==> images/metal_density.png <==
(2 px per um) 36 x 36 tiles, from white (low) to dark blue (high), scaled to the fullest tile. Values are wire area over tile area, all layers added.
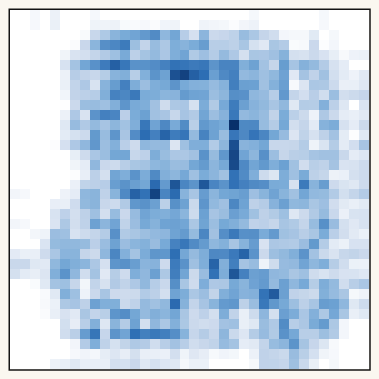
==> images/congestion.png <==
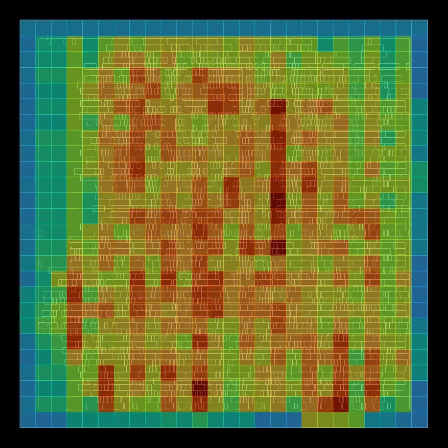
==> images/io_fan.png <==
(3 px per um)
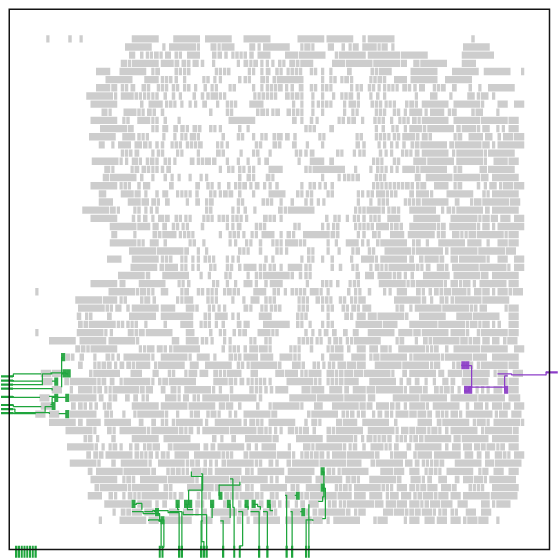
[src/rtl/gpio_mulpop_pkg.sv]
// rtl/gpio_mulpop_pkg.sv - shared FSM states, default register map and CTRL bit positions
package gpio_mulpop_pkg;

  typedef enum logic [1:0] {
    ST_IDLE  = 2'd0,
    ST_MULT  = 2'd1,
    ST_COUNT = 2'd2,
    ST_DONE  = 2'd3
  } state_t;

  localparam logic [15:0] DEF_ADDR_A1   = 16'h0380;
  localparam logic [15:0] DEF_ADDR_A2   = 16'h0388;
  localparam logic [15:0] DEF_ADDR_W    = 16'h0390;
  localparam logic [15:0] DEF_ADDR_L    = 16'h0398;
  localparam logic [15:0] DEF_ADDR_CTRL = 16'h03A0;

  // Status word layout returned by a CTRL read
  localparam int CTRL_BUSY  = 0;
  localparam int CTRL_DONE  = 1;
  localparam int CTRL_VALID = 2;
  localparam int CTRL_ERR   = 3;

endpackage

[src/rtl/gpio_mulpop_popcount.sv]
// rtl/gpio_mulpop_popcount.sv - popcount_n: number of set bits in an N-bit word
module popcount_n #(
  parameter int N = 32
) (
  input  logic [N-1:0]               data,
  output logic [$clog2(N+1)-1:0]     count
);

  localparam int CW = $clog2(N + 1);

  // Ripple sum of the individual bits
  always_comb begin
    count = '0;
    for (int i = 0; i < N; i++) begin
      count = count + CW'(data[i]);
    end
  end

endmodule

[src/rtl/gpio_mulpop.sv]
// rtl/gpio_mulpop.sv - sequential multiply then popcount peripheral; popcount built only with MULPOP_POPCNT_EN
module gpio_mulpop
  import gpio_mulpop_pkg::*;
#(
  parameter int          OPERAND_W = 24,
  parameter int          RESULT_W  = 32,
  parameter logic [15:0] ADDR_A1   = DEF_ADDR_A1,
  parameter logic [15:0] ADDR_A2   = DEF_ADDR_A2,
  parameter logic [15:0] ADDR_W    = DEF_ADDR_W,
  parameter logic [15:0] ADDR_L    = DEF_ADDR_L,
  parameter logic [15:0] ADDR_CTRL = DEF_ADDR_CTRL
) (
  input  logic        clk,
  input  logic        reset,
  input  logic [15:0] saddress,
  input  logic        swr,
  input  logic        srd,
  input  logic [31:0] sdata_in,
  output logic [31:0] sdata_out,
  output logic [31:0] gpio_out
);

  localparam int PROD_W = 2 * OPERAND_W;
  localparam int CNT_W  = $clog2(OPERAND_W + 1);
  localparam int POP_W  = $clog2(RESULT_W + 1);

  state_t                state;
  logic [OPERAND_W-1:0]  a1;
  logic [OPERAND_W-1:0]  a2;
  logic [OPERAND_W-1:0]  mplier;
  logic [PROD_W-1:0]     mcand;
  logic [PROD_W-1:0]     product;
  logic [CNT_W-1:0]      bit_cnt;
  logic [RESULT_W-1:0]   w;
  logic [POP_W-1:0]      l;
  logic                  busy;
  logic                  done;
  logic                  err;
  logic                  valid;
  logic [15:0]           op_count;

  logic                  wr_ctrl;
  logic [RESULT_W-1:0]   prod_low;
  logic                  prod_fits;
  logic [POP_W-1:0]      pop;
  logic                  unused_in;

  assign wr_ctrl   = swr && (saddress == ADDR_CTRL);
  assign prod_low  = product[RESULT_W-1:0];
  // Shifting by the full width yields zero, so equal widths always fit
  assign prod_fits = ((product >> RESULT_W) == '0);
  assign unused_in = ^sdata_in;

`ifdef MULPOP_POPCNT_EN
  popcount_n #(.N(RESULT_W)) u_popcount (
    .data  (prod_low),
    .count (pop)
  );
`else
  assign pop = '0;
`endif

  assign gpio_out = {16'h0000, op_count};

  // Operand registers: writes land any time, only the next start consumes them
  always_ff @(posedge clk or posedge reset) begin
    if (reset) begin
      a1 <= '0;
      a2 <= '0;
    end else if (swr) begin
      if (saddress == ADDR_A1) a1 <= sdata_in[OPERAND_W-1:0];
      if (saddress == ADDR_A2) a2 <= sdata_in[OPERAND_W-1:0];
    end
  end

  // Control FSM: shift-add multiply, result capture, completion bookkeeping
  always_ff @(posedge clk or posedge reset) begin
    if (reset) begin
      state    <= ST_IDLE;
      mcand    <= '0;
      mplier   <= '0;
      product  <= '0;
      bit_cnt  <= '0;
      w        <= '0;
      l        <= '0;
      valid    <= 1'b1;
      busy     <= 1'b0;
      done     <= 1'b0;
      err      <= 1'b0;
      op_count <= '0;
    end else begin
      if (wr_ctrl && busy) err <= 1'b1;
      case (state)
        ST_IDLE: begin
          if (wr_ctrl) begin
            mcand   <= PROD_W'(a1);
            mplier  <= a2;
            product <= '0;
            bit_cnt <= CNT_W'(OPERAND_W - 1);
            done    <= 1'b0;
            err     <= 1'b0;
            busy    <= 1'b1;
            state   <= ST_MULT;
          end
        end
        ST_MULT: begin
          if (mplier[0]) product <= product + mcand;
          mcand   <= mcand << 1;
          mplier  <= mplier >> 1;
          bit_cnt <= bit_cnt - 1'b1;
          if (bit_cnt == '0) state <= ST_COUNT;
        end
        ST_COUNT: begin
          w     <= prod_low;
          valid <= prod_fits;
          l     <= pop;
          state <= ST_DONE;
        end
        ST_DONE: begin
          done     <= 1'b1;
          busy     <= 1'b0;
          op_count <= op_count + 1'b1;
          state    <= ST_IDLE;
        end
        default: state <= ST_IDLE;
      endcase
    end
  end

  // Registered read port; sees status from before any same-cycle write
  always_ff @(posedge clk or posedge reset) begin
    if (reset) begin
      sdata_out <= '0;
    end else if (srd) begin
      case (saddress)
        ADDR_W:    sdata_out <= 32'(w);
        ADDR_L:    sdata_out <= 32'(l);
        ADDR_CTRL: sdata_out <= {28'h0, err, valid, done, busy};
        default:   sdata_out <= '0;
      endcase
    end
  end

endmodule

[config.mk]
export PLATFORM = sky130hd
export DESIGN_NAME = gpio_mulpop
export DESIGN_NICKNAME = d
export VERILOG_FILES = /design/src/rtl/gpio_mulpop_pkg.sv /design/src/rtl/gpio_mulpop_popcount.sv /design/src/rtl/gpio_mulpop.sv
export SDC_FILE = /design/constraint.sdc
export NUM_CORES = 1
export LEC_CHECK = 0
export ABC_AREA = 1
export CAP_MARGIN = 20
export CORE_MARGIN = 8
export CORE_UTILIZATION = 55
export CTS_BUF_LIST = sky130_fd_sc_hd__clkbuf_4 sky130_fd_sc_hd__clkbuf_8
export DETAILED_ROUTE_END_ITERATION = 10
export PLACE_DENSITY = 0.84
export SYNTH_ARGS = -nofsm -noshare
export SYNTH_HDL_FRONTEND = slang
export SYNTH_SLANG_ARGS = --single-unit
[constraint.sdc]
create_clock -name clk -period 9.05 [get_ports clk]
set_clock_uncertainty 0.2 [all_clocks]
set_input_delay 0.905 -clock clk [delete_from_list [all_inputs] [get_ports clk]]
set_output_delay 0.905 -clock clk [all_outputs]
set_load 0.05 [all_outputs]
==> run notes <==
- **unrepaired setup endpoints after global routing** no
- **launching element type of the critical path** register
- **XORs/XNORs by Area** 0.0184
- **warning count from the yosys run** 0
- **total negative slack** 0 ps
- **max capacitance violation total** 0
- **Tightest Hold Check Type** reg2reg
- **storage element area** 6480 um2
- **path length in cells of the critical path** 11
- **clock tree root buffer cell** clkbuf_8
- **signal arrival time at the worst endpoint** 3980 ps
- **worst path cell trace** inv_1 -> ha_1 -> buf_4 -> inv_2 -> buf_4 -> or2_2 -> nand2_4 -> buf_4 -> nand2_1 -> a21boi_1 -> o21ai_1
- **fa+ha+maj area frac** 0.0481
- **number of failing hold endpoints at the final stage** 0
- **Tap Count** 341
- **leading area contributor after synthesis** dfrtp_1
- **Setup Slack @ Placement** 5020 ps
- **crit share post-route** 0.414
- **CTS max path bufs** 3
- **number of signal-net buffers in the layout** 102
- **sum of net half-perimeters after detailed placement** 27.5 mm
- **power density normalized to cell area** 269 nW/um2
- **number of global-route vias before repair** 12185
- **overall power** 4520 uW
- **result of the run** finished clean
- **clock slew at reported path FFs** 60 ps
- **residual antenna-violating net count after detailed routing** 0
- **critical path class** reg2reg
- **Die X** 180 um
- **hold_ws** 278 ps
- **placer congestion estimate** 0.949
- **DRT Wirelength** 36.6 mm
- **iteration tally of the first detailed-router pass** 5
- **Peak Freq** 0.267 GHz
- **cell count of the worst hold path** 2
- **Simple-Gate Area Share** 0.262
- **number of port buffers** 91
- **logic share of the area** 0.390
- **Non-clock buffers, area share** 0.0596
- **area taken by multi-input logic gates** 6550 um2
- **Clock-cell share** 0.0603
- **wire length of the first global-routing pass** 60.8 mm
- **top-area cell type share of the netlist area** 0.439
- **asr flop ratio synth** 1.00
- **largest incremental delay on the critical path** 660 ps
- **buffer-and-inverter tally for the worst setup path** 5
- **prevailing logic family in the synthesized netlist** simple AND/OR/NAND/NOR gates
- **worst-case register-to-register setup slack** 5300 ps
- **cell count after placement** 2417
- **Late-Pin Clk Latency** 560 ps
- **CP delay by family, top** buffers and inverters
- **mux share of post-synthesis cell area** 0.00144
- **Die Ht** 180 um
- **remaining max-slew budget at the tightest pin** 0.301
- **setup slack of the critical path after layout** 5300 ps
- **Largest area class, layout** multi-input combinational cells
- **transition at the pin with the smallest max-transition slack** 1050 ps
- **total inserted antenna cells** 0
- **Required @ worst endpoint** 9280 ps
- **number of warnings the tools reported** 41
- **quantity of hold-fixing buffers added after cts** 0
- **depth of the most critical reg-to-reg path** 11
- **Placed Instance Area** 15800 um2
- **Critical Path Sink Type** register
- **worst reg2reg startpoint** state[1]
- **most area-consuming cells after synthesis** dfrtp_1 44%, nand2_1 18%, inv_1 9.0%
- **sink count of the clock tree** 259
- **mi-comb count** 1363
- **worst-path fanout max** 78
About metal_density.png:
The densest ninth of the die: centre. The fullest tile reaches 0.60. The mean over all tiles is 0.18. 20% of the tiles are over half the peak. 17% of the tiles are nearly empty.

About congestion.png:
most crowded layer after global routing: met2
Avg WL per Cell: 14.7 um
met2 Track Usage GR: 0.366
met1 track utilization from global routing: 0.315
share of the core filled with cells in the final layout: 0.631

About io_fan.png:
Key: sdata_in = green [bits 32, direction input, edge 24 bottom, 8 left, end cells 24, buffers 24, wire 486 um]; srd = purple [bits 1, direction input, edge right, end cells 5, buffers 1, wire 49.3 um]

placed cells by master, fill, tap and decap left out, types with 3 or more instances in the layout:
master and instances:
nor3_1 10, clkdlybuf4s50_1 91, o21bai_1 3, nand3_1 76
nor2_1 150, o21ai_1 15, clkbuf_4 11, nand4_1 13
clkbuf_8 54, buf_4 10, a22o_1 13, clkinv_2 7
xor2_1 28, nand2_1 709, a21oi_1 31, a31oi_1 26
nor4_1 4, conb_1 16, ha_1 54, dfrtp_1 258
xnor2_1 3, inv_1 350, o31ai_1 28, o21ai_0 138
bufinv_16 4, o22ai_1 26
layer usage:
| metal | up-vias | GRT usage | part of all wire |
|---|---|---|---|
| li1 | 6473 | - | - |
| met1 | 5874 | 0.315 | 0.48 |
| met2 | 281 | 0.366 | 0.45 |
| met3 | 57 | 0.0383 | 0.053 |
| met4 | 0 | 0.0544 | 0.019 |
| met5 | - | 0 | 0 |
sequential cells by signal, indices dropped and copies added, names as in the netlist:
signal,count
a1,24
a2,24
bit_cnt,5
busy,1
done,1
err,1
mcand,48
mplier,24
op_count,16
product,48
sdata_out,32
state,2
valid,1
w,32
where the power goes:
part | switching, uW | internal (uW)
Clock | 481 | 703
Combinational | 1230 | 540
Sequential | 194 | 1380
Yosys cell counts (4+ instances only):
library cell and n:
buf_1 4, o22ai_1 26, xor2_1 28, nor3_1 10
a22o_1 13, clkbuf_1 35, buf_6 4, nor2_1 150
inv_1 352, nand2_1 709, buf_2 12, nor4_1 4
o21ai_0 138, o21ai_1 15, nand4_1 13, ha_1 55
nand3_1 76, a21oi_1 31, dfrtp_1 258, o31ai_1 28
buf_4 23, a31oi_1 26
worst min-delay path, cell delays in order, from the launching register on:
cell and delay (ps):
dfrtp_1 340, nand2_1 50, o31ai_1 50
Power is estimated from default activity; no workload was simulated.
